### Cell placement, run 1

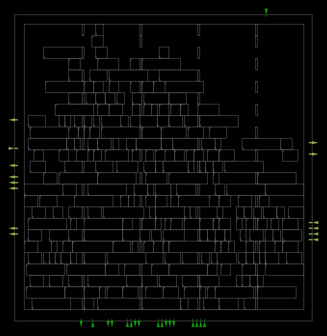
### Selected gate families, run 1

The bar under the picture is 20 um long.
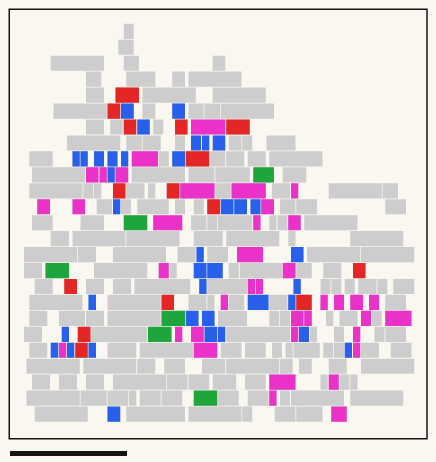
### A small window of the routed layout, run 1

The bar under the picture is 10 um long. Region (23, 9) to (48, 34) um. Cells in gray, sequential cells in the stronger gray; small squares are vias.
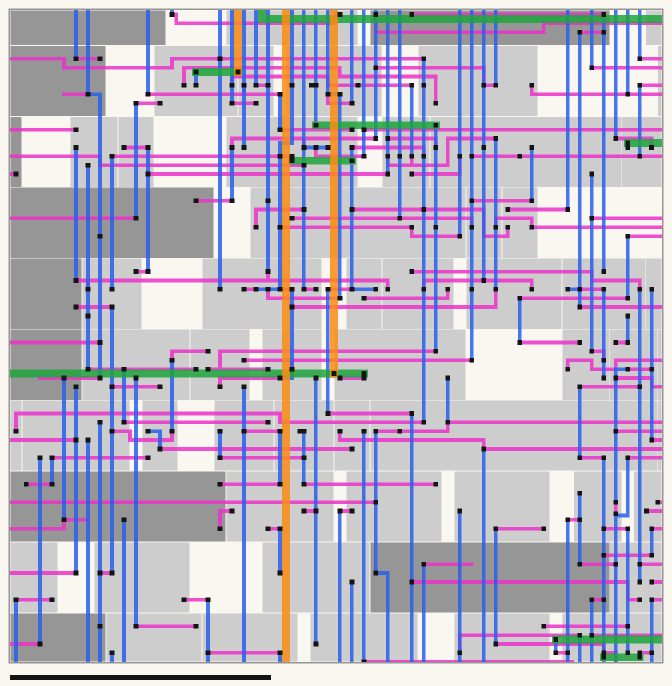
### Wiring heat map, run 1

The die is cut into 14 by 15 equal tiles; black is low, pale yellow is high, scaled to the fullest tile. Values are wire area over tile area, all layers added.
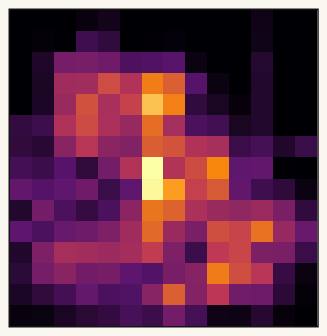
===== config.mk =====
export PLATFORM = sky130hd
export DESIGN_NAME = pll_phase_ctrl
export DESIGN_NICKNAME = d
export VERILOG_FILES = /design/src/rtl/pll_phase_ctrl.sv
export SDC_FILE = /design/constraint.sdc
export NUM_CORES = 1
export LEC_CHECK = 0
export CAP_MARGIN = 20
export CORE_AREA = 2 2 69 71
export CTS_CLUSTER_DIAMETER = 80
export DETAILED_ROUTE_END_ITERATION = 10
export DIE_AREA = 0 0 71 73
export GPL_TIMING_DRIVEN = 0
export PLACE_DENSITY = 0.83
export SLEW_MARGIN = 20
export SYNTH_ARGS = -nofsm -noshare
export SYNTH_HDL_FRONTEND = slang
export SYNTH_SLANG_ARGS = --single-unit
export TNS_END_PERCENT = 5

===== constraint.sdc =====
create_clock -name clk -period 2.01 [get_ports clk]
set_input_delay 0.5025 -clock clk [delete_from_list [all_inputs] [get_ports clk]]
set_output_delay 0.5025 -clock clk [all_outputs]
set_load 0.05 [all_outputs]

===== src/rtl/pll_phase_ctrl.sv =====
// rtl/pll_phase_ctrl.sv - ECP5 PLL reset/lock sequencer with dynamic phase-step pulse generation
// Optional: define PLL_PHASE_CTRL_RELOCK_EN to re-pulse the PLL reset after every lock loss.
module pll_phase_ctrl #(
    parameter int RST_CYCLES  = 16,
    parameter int LOCK_FILTER = 1024,
    parameter int STEP_SETUP  = 4,
    parameter int STEP_PULSE  = 4,
    parameter int STEP_GAP    = 8
) (
    input  logic       clk,
    input  logic       reset,
    input  logic       pll_lock,
    output logic       pll_rst,
    output logic       sys_reset,
    input  logic       req_valid,
    output logic       req_ready,
    input  logic [1:0] req_sel,
    input  logic       req_dir,
    input  logic [7:0] req_steps,
    output logic [1:0] phasesel,
    output logic       phasedir,
    output logic       phasestep,
    output logic       step_done,
    output logic       busy,
    output logic [7:0] relock_cnt
);
    localparam int CW = $clog2(RST_CYCLES + LOCK_FILTER + STEP_SETUP + STEP_PULSE + STEP_GAP + 1);

    typedef enum logic [2:0] {
        S_PLLRST, S_WAIT_LOCK, S_FILTER, S_RUN, S_SETUP, S_STEP, S_GAP
    } state_t;

`ifdef PLL_PHASE_CTRL_RELOCK_EN
    localparam state_t LOSS_STATE = S_PLLRST;
`else
    localparam state_t LOSS_STATE = S_WAIT_LOCK;
`endif

    state_t        state_q, state_d;
    logic [CW-1:0] cnt_q, cnt_d;
    logic [7:0]    steps_q, steps_d;
    logic [7:0]    relock_q, relock_d;
    logic [1:0]    sel_q, sel_d;
    logic          dir_q, dir_d;
    logic          zero_q, zero_d;
    logic          done_q, done_d;
    logic          lock_meta_q, lock_s_q;
    logic          running;
    logic          accept;

    // A lock seen while the PLL is held in reset is stale, so the synchroniser is flushed then.
    always_ff @(posedge clk or posedge reset) begin
        if (reset) begin
            lock_meta_q <= 1'b0;
            lock_s_q    <= 1'b0;
        end else if (state_q == S_PLLRST) begin
            lock_meta_q <= 1'b0;
            lock_s_q    <= 1'b0;
        end else begin
            lock_meta_q <= pll_lock;
            lock_s_q    <= lock_meta_q;
        end
    end

    always_ff @(posedge clk or posedge reset) begin
        if (reset) begin
            state_q  <= S_PLLRST;
            cnt_q    <= '0;
            steps_q  <= '0;
            relock_q <= '0;
            sel_q    <= '0;
            dir_q    <= 1'b0;
            zero_q   <= 1'b0;
            done_q   <= 1'b0;
        end else begin
            state_q  <= state_d;
            cnt_q    <= cnt_d;
            steps_q  <= steps_d;
            relock_q <= relock_d;
            sel_q    <= sel_d;
            dir_q    <= dir_d;
            zero_q   <= zero_d;
            done_q   <= done_d;
        end
    end

    assign running = state_q inside {S_RUN, S_SETUP, S_STEP, S_GAP};
    assign accept  = req_valid && req_ready;

    always_comb begin
        state_d  = state_q;
        cnt_d    = cnt_q;
        steps_d  = steps_q;
        relock_d = relock_q;
        sel_d    = sel_q;
        dir_d    = dir_q;
        zero_d   = 1'b0;
        done_d   = 1'b0;
        case (state_q)
            S_PLLRST: begin
                if (cnt_q == CW'(RST_CYCLES - 1)) begin
                    state_d = S_WAIT_LOCK;
                    cnt_d   = '0;
                end else begin
                    cnt_d = cnt_q + 1'b1;
                end
            end
            S_WAIT_LOCK: begin
                cnt_d = '0;
                if (lock_s_q) state_d = S_FILTER;
            end
            S_FILTER: begin
                if (!lock_s_q) begin
                    state_d = S_WAIT_LOCK;
                    cnt_d   = '0;
                end else if (cnt_q == CW'(LOCK_FILTER - 1)) begin
                    state_d = S_RUN;
                    cnt_d   = '0;
                end else begin
                    cnt_d = cnt_q + 1'b1;
                end
            end
            S_RUN: begin
                if (accept) begin
                    sel_d   = req_sel;
                    dir_d   = req_dir;
                    steps_d = req_steps;
                    cnt_d   = '0;
                    if (req_steps == 8'd0) zero_d  = 1'b1;
                    else                   state_d = S_SETUP;
                end
            end
            S_SETUP: begin
                if (cnt_q == CW'(STEP_SETUP - 1)) begin
                    state_d = S_STEP;
                    cnt_d   = '0;
                end else begin
                    cnt_d = cnt_q + 1'b1;
                end
            end
            S_STEP: begin
                if (cnt_q == CW'(STEP_PULSE - 1)) begin
                    state_d = S_GAP;
                    cnt_d   = '0;
                end else begin
                    cnt_d = cnt_q + 1'b1;
                end
            end
            S_GAP: begin
                if (cnt_q == CW'(STEP_GAP - 1)) begin
                    cnt_d   = '0;
                    steps_d = steps_q - 8'd1;
                    if (steps_q == 8'd1) begin
                        state_d = S_RUN;
                        done_d  = 1'b1;
                    end else begin
                        state_d = S_STEP;
                    end
                end else begin
                    cnt_d = cnt_q + 1'b1;
                end
            end
            default: begin
                state_d = S_PLLRST;
                cnt_d   = '0;
            end
        endcase

        // Lock loss overrides everything, including a request accepted in the same cycle.
        if (running && !lock_s_q) begin
            state_d = LOSS_STATE;
            cnt_d   = '0;
            steps_d = '0;
            sel_d   = sel_q;
            dir_d   = dir_q;
            zero_d  = 1'b0;
            done_d  = 1'b0;
            if (relock_q != 8'hFF) relock_d = relock_q + 8'd1;
        end
    end

    assign pll_rst    = (state_q == S_PLLRST);
    assign sys_reset  = !running;
    assign req_ready  = (state_q == S_RUN) && !zero_q;
    assign busy       = (state_q != S_RUN);
    assign phasestep  = (state_q == S_STEP);
    assign phasesel   = sel_q;
    assign phasedir   = dir_q;
    assign step_done  = done_q;
    assign relock_cnt = relock_q;
endmodule


==> flow_summary.toml, run 1 <==
# synthesis and place-and-route metrics
[outcome]
outcome = "finished with violations"
violations = "setup timing"

[logic_synthesis]
synthesis.nets = 240
ys_ff = 37
synthAdderAreaFrac = 0.0239
topCombFamilyByArea = "simple AND/OR/NAND/NOR gates"
synth.cellmix.simpleShare = 0.239
top_area_cell = "dfrtp_1"
async_reset_ff_frac = 1.00
topCellsByArea = "dfrtp_1 44%, a21oi_1 3.6%, nand2_1 3.2%"
synth.avg_cell_area_um2 = 9.46
most_common_cell = "dfrtp_1"
ys_cells = 221

[drt]
met3_length_um = 248
wl_met1_um = 2110
drt_iter0_markers = 222

[final_layout]
final_nets = 284
numSequentialCells = 37
nNonClkBuffers = 45
comb_area_um2 = 1200
fill_cells = 382
area_growth_pct = 32.6
inverters = 9

[timing]
finalCritPeriodShare = 1.08
min_period_ps = 2170
slew_headroom = 0.463
fin_ws_ps = -163
finalSetupViolations = 23
fmax_mhz = 460
fin_skew_ps = 11.4
hold_violations = 0

[setup_path]
r2r_cells = 5
critPathMaxFanout = 4
path_delay_family = "AND-OR/OR-AND gates"
cp-end-kind = "register"
crit_cells = 5
cpMaxStageDelayCell = "or4_4"
cpMostUsedCell = "a221o_1"

[power_and_ir_drop]
p_clk_frac = 0.160
design_power_total_mw = 4.19
comb_power_share = 0.555
p_clk_uw = 670
switching_power_mw = 1.94

[grt]
gr-usage-met2 = 0.361
grt_use_met3 = 0.0539

[placement]
place_ws_ps = -528

[min_path]
hold_path_class = "primary input to async pin"

[cts]
clk_latency_ps = 310
cts_buffers = 5

[floorplan]
fp-utilization = 0.461
tap-cell-count = 54
ioPinCount = 32
Back to the opening pictures, 'Cell placement':
Seq/total area: 0.335
Layout Utilization: 0.611
FP Rows: 25
Finished Layout Cells: 320

Back to the opening pictures, 'Selected gate families':
| color | family | cells |
|---|---|---|
| magenta | nor cells | 39 |
| green | mux cells | 6 |
| red | and/or cells | 15 |
| blue | nand cells | 37 |
Comb area share: 0.434
Top cell excl fill/tap: dfrtp_1

Back to the opening pictures, 'A small window of the routed layout':
| color | layer |
|---|---|
| green | metal 3 |
| blue | metal 2 |
| orange | metal 4 |
| magenta | metal 1 |
sequential cells in the window: 3
cells with their middle in the window: 51
most frequent: clkdlybuf4s50_1 (6), nor2_1 (4), nand2_1 (3)

Back to the opening pictures, 'Wiring heat map':
emptiest ninth of the die: upper right
mean over tiles: 0.16
nearly empty tiles: 20%
densest ninth of the die: center
DRT Wirelength: 5080 um
routed vias: 1895

[run 1: through the flow]
step / hold WS (ps) / setup TNS [ps]
floorplan: 439 / -1010
global placement: 457 / -12390
detailed placement: 463 / -8170
CTS: 473 / -1290
global route: 506 / -3350
finish: 468 / -1700
[run 1: worst paths after layout]
kind | from | endpoint | slack (ps)
max in group asynchronous | reset | state_q[2]$_DFFE_PP0P_ | 1090
min | reset | phasedir$_DFFE_PP0P_ | 470
min reg2reg | lock_meta_q$_DFF_PP0_ | lock_s_q$_DFF_PP0_ | 470
max reg2reg | cnt_q[7]$_DFFE_PP0P_ | state_q[1]$_DFFE_PP0P_ | -160
max | cnt_q[7]$_DFFE_PP0P_ | state_q[1]$_DFFE_PP0P_ | -160
min in group clk | lock_meta_q$_DFF_PP0_ | lock_s_q$_DFF_PP0_ | 470
--- run 2 (diff from run 1) ---
Settings changed: CORE_AREA 2 2 69 71 to 2 2 66 68, DIE_AREA 0 0 71 73 to 0 0 68 70, GPL_ROUTABILITY_DRIVEN set to 0, PLACE_DENSITY 0.83 to 0.86.
Clock period 2.01 ns to 2.4 ns, I/O delays scaled along.
### Cell placement, run 2

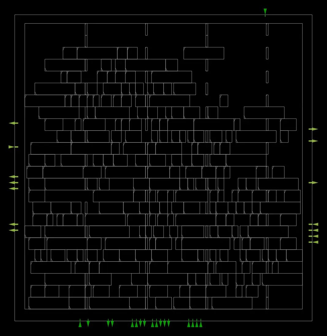
# Taps: 52
Flops: 37
Seq/total area: 0.353
Layout Utilization: 0.633
fillers: 344

### Selected gate families, run 2

The bar under the picture is 20 um long.
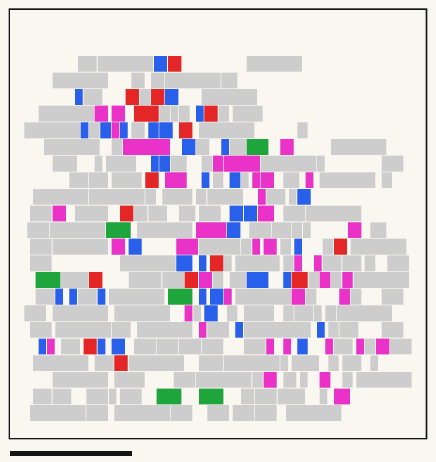
| color | family | cells |
|---|---|---|
| red | and/or cells | 15 |
| green | mux cells | 6 |
| magenta | nor cells | 39 |
| blue | nand cells | 37 |
Comb area share: 0.434
Finished Layout Cells: 312

==> flow_summary.toml, run 2 <==
# synthesis and place-and-route metrics
[run]
warnings = 29

[cts]
cts_buffer_depth = 2
clk_latency_ps = 300
cts_tree = "built"
post-cts-setup-buffers = 0
clk_pin_slew_ps = 80
cts_buffers = 5
htreeDepth = 2
hold_buffers = 0

[grt]
top_usage_layer = "met2"
grt_use_met3 = 0.0644
grt_usage = 0.222
grt_pass1_vias = 1807
grt_max_degree = 38
gr-usage-met2 = 0.338
antenna_found_initial = 0

[setup_path]
timing.rr.end = "steps_q[5]$_DFFE_PP0P_"
cp-endpoint = "pll_rst"
worstPathArrival_ps = 1740
critical_path.startpoint_type = "register"
startpoint = "state_q[1]$_DFFE_PP0P_"
path_class = "register to output port"
rrSetupSlack_ps = 110
critPathMaxFanout = 10
cp-end-kind = "output port"
crit_required_ps = 1800
r2r_cells = 6
rr_startpoint = "cnt_q[8]$_DFFE_PP0P_"

[logic_synthesis]
async_reset_ff_frac = 1.00
syn_area_um2 = 2090
top_area_cell = "dfrtp_1"
ys_ff = 37
synthDistinctLibCells = 47
synthesis.nets = 240
most_common_cell = "dfrtp_1"
ys_seq_frac = 0.443
top_area_frac = 0.443
syn_inst = 221
topCellsByArea = "dfrtp_1 44%, a21oi_1 3.6%, nand2_1 3.2%"
ys_warn_count = 0
ys_cells = 221
synth.avg_cell_area_um2 = 9.46

[drt]
drt_iter0_markers = 110
drc = 0
num_vias = 1871
wire_per_inst_um = 15.3
antenna_left = 0
wl_met1_um = 2080
met3_length_um = 216
wl_um = 4770
top_layer = "met4"

[timing]
min_period_ps = 2340
fmax_mhz = 428
tns_ps = 0
fin_ws_ps = 61.7
finalSetupViolations = 0
finalCritPeriodShare = 0.974
hold_ws_ps = 465
fin_skew_ps = 7.37
slew_headroom = 0.406
hold_violations = 0

[power_and_ir_drop]
p_clk_frac = 0.171
comb_power_share = 0.546
switching_power_mw = 1.54
design_power_total_mw = 3.36

[min_path]
min_to = "lock_s_q$_DFF_PP0_"
hold_path_class = "register to register"
hold_start = "lock_meta_q$_DFF_PP0_"

[floorplan]
die.size.y_um = 70
core_um2 = 4140
rows = 24
fp-utilization = 0.505
ioPinCount = 32

[placement]
place_ws_ps = -366
hpwl_um = 3360
place_inst = 304
placed_cell_area_um2 = 2470

[final_layout]
comb_area_um2 = 1140
buffer_area_frac = 0.129
diodes = 0
fin_area_um2 = 2620
layout_top_cell = "dfrtp_1"
top_area_cell_class = "logic gates"
clkCellAreaFrac = 0.0458
area_growth_pct = 25.4
inverters = 9
regArea_um2 = 926
nNonClkBuffers = 39
final_nets = 278

[outcome]
outcome = "finished clean"
-- run 2: logic make-up (layout without fill, tap and decap cells) --
kind of cell / count (synthesis) / after routing / synth area share
buf+inv: 17 / 56 / 0.0323
fa+ha+maj: 4 / 4 / 0.0239
simple gates: 91 / 91 / 0.239
compound gates: 57 / 57 / 0.192
flops: 37 / 37 / 0.443
mux: 6 / 6 / 0.0317
xor+xnor: 9 / 9 / 0.0377
-- run 2: power by group through the flow --
stage	clock network, mW	registers (mW)	logic (mW)
after CTS	0.578	0.949	1.80
after detailed placement	0	0.957	1.80
after global routing	0.605	0.979	2.00
after global placement	0	0.948	1.76
final	0.572	0.951	1.83
after floorplan	0	1.17	1.11
-- run 2: critical path, cell delays in order (launching register included) --
cell,delay (ps)
dfrtp_1,460
buf_2,230
nor3_2,320
clkdlybuf4s15_2,430
No activity file was given, so power comes from the tool's default toggle rates.
